## src/rtl/hazard_pkg.sv

```systemverilog
// Shared constants for the hazard scoreboard: forwarding source encodings and
// the Tnew/Tuse guide values for each instruction class.
package hazard_pkg;

    localparam int unsigned FWD_GRF = 0;
    localparam int unsigned FWD_E   = 1;
    localparam int unsigned FWD_M   = 2;
    localparam int unsigned FWD_W   = 3;

    // Cycles after entering E until the result can be forwarded.
    localparam int unsigned TNEW_ALU  = 1;
    localparam int unsigned TNEW_LOAD = 2;
    localparam int unsigned TNEW_LINK = 0;

    // Cycles from D until the operand is consumed.
    localparam int unsigned TUSE_BRANCH = 0;
    localparam int unsigned TUSE_ALU    = 1;
    localparam int unsigned TUSE_STORE  = 2;

endpackage

```

## src/rtl/hazard_port_check.sv

```systemverilog
// Per-read-port youngest-match search producing forward select, ready and stall term.
// GRF_BYPASS_EN: a youngest match in the last stage is served by the write-through GRF.
module hazard_port_check
    import hazard_pkg::*;
#(
    parameter int DEPTH  = 3,
    parameter int ADDR_W = 5,
    parameter int TNEW_W = 2,
    parameter int SEL_W  = $clog2(DEPTH + 1)
) (
    input  logic                      rd_en,
    input  logic [ADDR_W-1:0]         rd_addr,
    input  logic [TNEW_W-1:0]         rd_tuse,
    input  logic [DEPTH-1:0]          st_valid,
    input  logic [DEPTH*ADDR_W-1:0]   st_addr,
    input  logic [DEPTH*TNEW_W-1:0]   st_tnew,
    output logic [SEL_W-1:0]          sel,
    output logic                      rdy,
    output logic                      stall_req
);

    logic              hit;
    logic [SEL_W-1:0]  hit_k;
    logic [TNEW_W-1:0] hit_tnew;

    always_comb begin
        // NOTE: every output gets a default before any condition, so no latch is inferred.
        hit      = 1'b0;
        hit_k    = '0;
        hit_tnew = '0;
        // Oldest to youngest, so the last assignment is the youngest match.
        for (int k = DEPTH; k >= 1; k--) begin
            if (rd_en && (rd_addr != '0) && st_valid[k-1] &&
                (st_addr[(k-1)*ADDR_W +: ADDR_W] == rd_addr)) begin
                hit      = 1'b1;
                hit_k    = SEL_W'(k);
                hit_tnew = st_tnew[(k-1)*TNEW_W +: TNEW_W];
            end
        end
    end

    always_comb begin
        sel = SEL_W'(FWD_GRF);
        rdy = 1'b1;
        if (hit) begin
            sel = hit_k;
            rdy = (hit_tnew == '0);
        end
`ifdef GRF_BYPASS_EN
        if (hit && (hit_k == SEL_W'(DEPTH))) begin
            sel = SEL_W'(FWD_GRF);
            rdy = 1'b1;
        end
`endif
    end

    assign stall_req = hit && (hit_tnew > rd_tuse);

endmodule

```

## src/rtl/hazard_scoreboard.sv

```systemverilog
// Tracks in-flight register writes from E to the last stage and drives D-stage stall/forwarding.
// GRF_BYPASS_EN: define when the register file is write-through (last-stage matches read the GRF).
module hazard_scoreboard
    import hazard_pkg::*;
#(
    parameter int NUM_RD_PORTS = 2,
    parameter int DEPTH        = 3,
    parameter int ADDR_W       = 5,
    parameter int TNEW_W       = 2,
    parameter int CNT_W        = 32,
    localparam int SEL_W       = $clog2(DEPTH + 1)
) (
    input  logic                           clk,
    input  logic                           reset,
    input  logic [NUM_RD_PORTS-1:0]        rd_en,
    input  logic [NUM_RD_PORTS*ADDR_W-1:0] rd_addr,
    input  logic [NUM_RD_PORTS*TNEW_W-1:0] rd_tuse,
    input  logic                           wr_en,
    input  logic [ADDR_W-1:0]              wr_addr,
    input  logic [TNEW_W-1:0]              wr_tnew,
    input  logic                           flush,
    output logic                           stall,
    output logic [NUM_RD_PORTS*SEL_W-1:0]  fwd_sel,
    output logic [NUM_RD_PORTS-1:0]        fwd_rdy,
    output logic [CNT_W-1:0]               stall_cnt
);

    // Entry index k-1 holds stage k (index 0 is E, index DEPTH-1 is the last stage).
    logic [DEPTH-1:0]        st_valid, nxt_valid;
    logic [DEPTH*ADDR_W-1:0] st_addr,  nxt_addr;
    logic [DEPTH*TNEW_W-1:0] st_tnew,  nxt_tnew;
    logic [NUM_RD_PORTS-1:0] port_stall;

    for (genvar p = 0; p < NUM_RD_PORTS; p++) begin : g_port
        hazard_port_check #(
            .DEPTH  (DEPTH),
            .ADDR_W (ADDR_W),
            .TNEW_W (TNEW_W),
            .SEL_W  (SEL_W)
        ) u_port_check (
            .rd_en     (rd_en[p]),
            .rd_addr   (rd_addr[p*ADDR_W +: ADDR_W]),
            .rd_tuse   (rd_tuse[p*TNEW_W +: TNEW_W]),
            .st_valid  (st_valid),
            .st_addr   (st_addr),
            .st_tnew   (st_tnew),
            .sel       (fwd_sel[p*SEL_W +: SEL_W]),
            .rdy       (fwd_rdy[p]),
            .stall_req (port_stall[p])
        );
    end

    assign stall = |port_stall;

    always_comb begin
        nxt_valid = st_valid;
        nxt_addr  = st_addr;
        nxt_tnew  = st_tnew;
        for (int k = DEPTH - 1; k >= 1; k--) begin
            nxt_valid[k]                 = st_valid[k-1];
            nxt_addr[k*ADDR_W +: ADDR_W] = st_addr[(k-1)*ADDR_W +: ADDR_W];
            nxt_tnew[k*TNEW_W +: TNEW_W] =
                (st_tnew[(k-1)*TNEW_W +: TNEW_W] == '0) ? '0 :
                st_tnew[(k-1)*TNEW_W +: TNEW_W] - TNEW_W'(1);
        end
        // A stalled or flushed D instruction enters E as a single bubble.
        if (stall || flush) begin
            nxt_valid[0]        = 1'b0;
            nxt_addr[ADDR_W-1:0] = '0;
            nxt_tnew[TNEW_W-1:0] = '0;
        end else begin
            nxt_valid[0]        = wr_en && (wr_addr != '0);
            nxt_addr[ADDR_W-1:0] = wr_addr;
            nxt_tnew[TNEW_W-1:0] = wr_tnew;
        end
    end

    always_ff @(posedge clk) begin
        if (!reset) begin
            st_valid  <= '0;
            st_addr   <= '0;
            st_tnew   <= '0;
            stall_cnt <= '0;
        end else begin
            // NOTE: non-blocking so every entry shifts from the pre-edge state.
            st_valid <= nxt_valid;
            st_addr  <= nxt_addr;
            st_tnew  <= nxt_tnew;
            if (stall && (stall_cnt != '1)) begin
                stall_cnt <= stall_cnt + CNT_W'(1);
            end
        end
    end

endmodule

```

## config.mk

```make
export PLATFORM = sky130hd
export DESIGN_NAME = hazard_scoreboard
export DESIGN_NICKNAME = d
export VERILOG_FILES = /design/src/rtl/hazard_pkg.sv /design/src/rtl/hazard_port_check.sv /design/src/rtl/hazard_scoreboard.sv
export SDC_FILE = /design/constraint.sdc
export NUM_CORES = 1
export LEC_CHECK = 0
export ABC_AREA = 1
export CORE_ASPECT_RATIO = 1.25
export CORE_MARGIN = 5
export CORE_UTILIZATION = 30
export DETAILED_ROUTE_END_ITERATION = 12
export GPL_TIMING_DRIVEN = 0
export PLACE_DENSITY = 0.61
export SYNTH_ARGS = -nofsm -noshare
export SYNTH_HDL_FRONTEND = slang
export SYNTH_SLANG_ARGS = --single-unit
```

## constraint.sdc

```tcl
create_clock -name clk -period 3.8 [get_ports clk]
set_clock_uncertainty 0.2 [all_clocks]
set_input_delay 0.76 -clock clk [delete_from_list [all_inputs] [get_ports clk]]
set_output_delay 0.76 -clock clk [all_outputs]
set_load 0.05 [all_outputs]
```

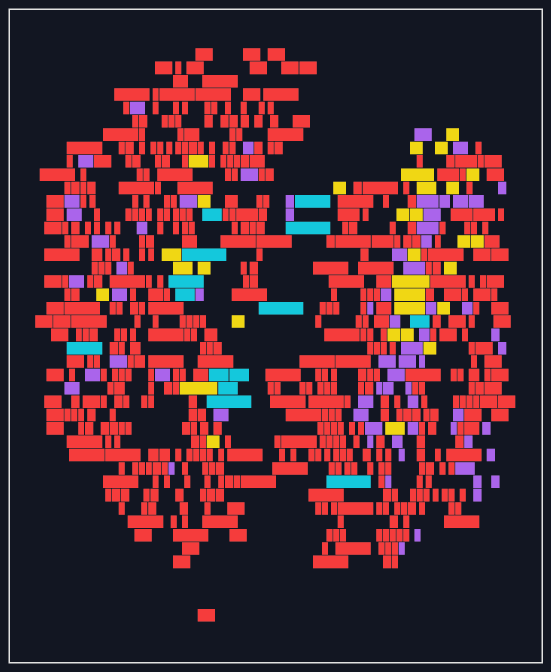
(images/sizes.png)
_3 and _4 cells -> yellow  # cells 31
_2 cells -> purple  # cells 69
_0 and _1 cells -> red  # cells 548
_6 and larger -> cyan  # cells 14

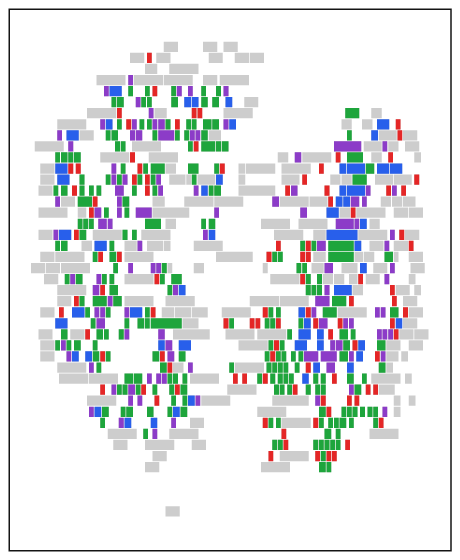
(images/logic_types.png)
nor cells -> purple  # cells 108, most used nor2_1
inv cells -> red  # cells 98, most used inv_1
nand cells -> green  # cells 221, most used nand2_1
aoi and oai cells -> blue  # cells 55, most used a21oi_1

==> Slide: Implementation Results <==
Flow Results at a Glance

Yosys
  – Simple Share, Synth: 0.412
  – Top_reg_cell synth: dfxtp_1
  – Syn_nets: 607

Run status
  – Status: completed

Worst setup path
  – Worst reg2reg endpoint: st_addr[4]
  – Crit-path cells: clkdlybuf4s50_1 -> nand2_1 -> inv_2 -> nand3_2 -> a31oi_2 -> a21oi_1 -> nor2_1 -> ha_1 -> a21oi_2 -> a21oi_2 -> nand2_2 -> nand2_4 -> buf_12 -> buf_12
  – Buf/Inv on CP: 4
  – Critical Path Sink Type: primary output

Cells and area
  – Flop area: 1120 um2
  – Finished Layout Cells: 823
  – Layout cells sized above 1: 0.172
  – Top reg by flops: stall_cnt

STA
  – Min Tclk post-route: 3800 ps
  – Worst Max-Slew Pin Slew: 511 ps

Global route
  – Overflow after GRT: 0

Placed design
  – Dpl cell area: 4460 um2
  – Post-Place Setup Slack: -1220 ps
  – Placed cells: 798

Die
  – Top-Level Pins: 66
  – N_taps: 161
  – Die Area: 14400 um2

Pwr
  – Comb group: 0.113 mW
  – NetSw: 0.290 mW

Clock network
  – Clk buf depth: 2
  – Hold Buf Count CTS: 0
  – Cts bufs inserted: 5
  – Clk root buf: clkbuf_16

Worst hold path
  – Worst Hold Class: register to register
No activity file was given, so power comes from the tool's default toggle rates.
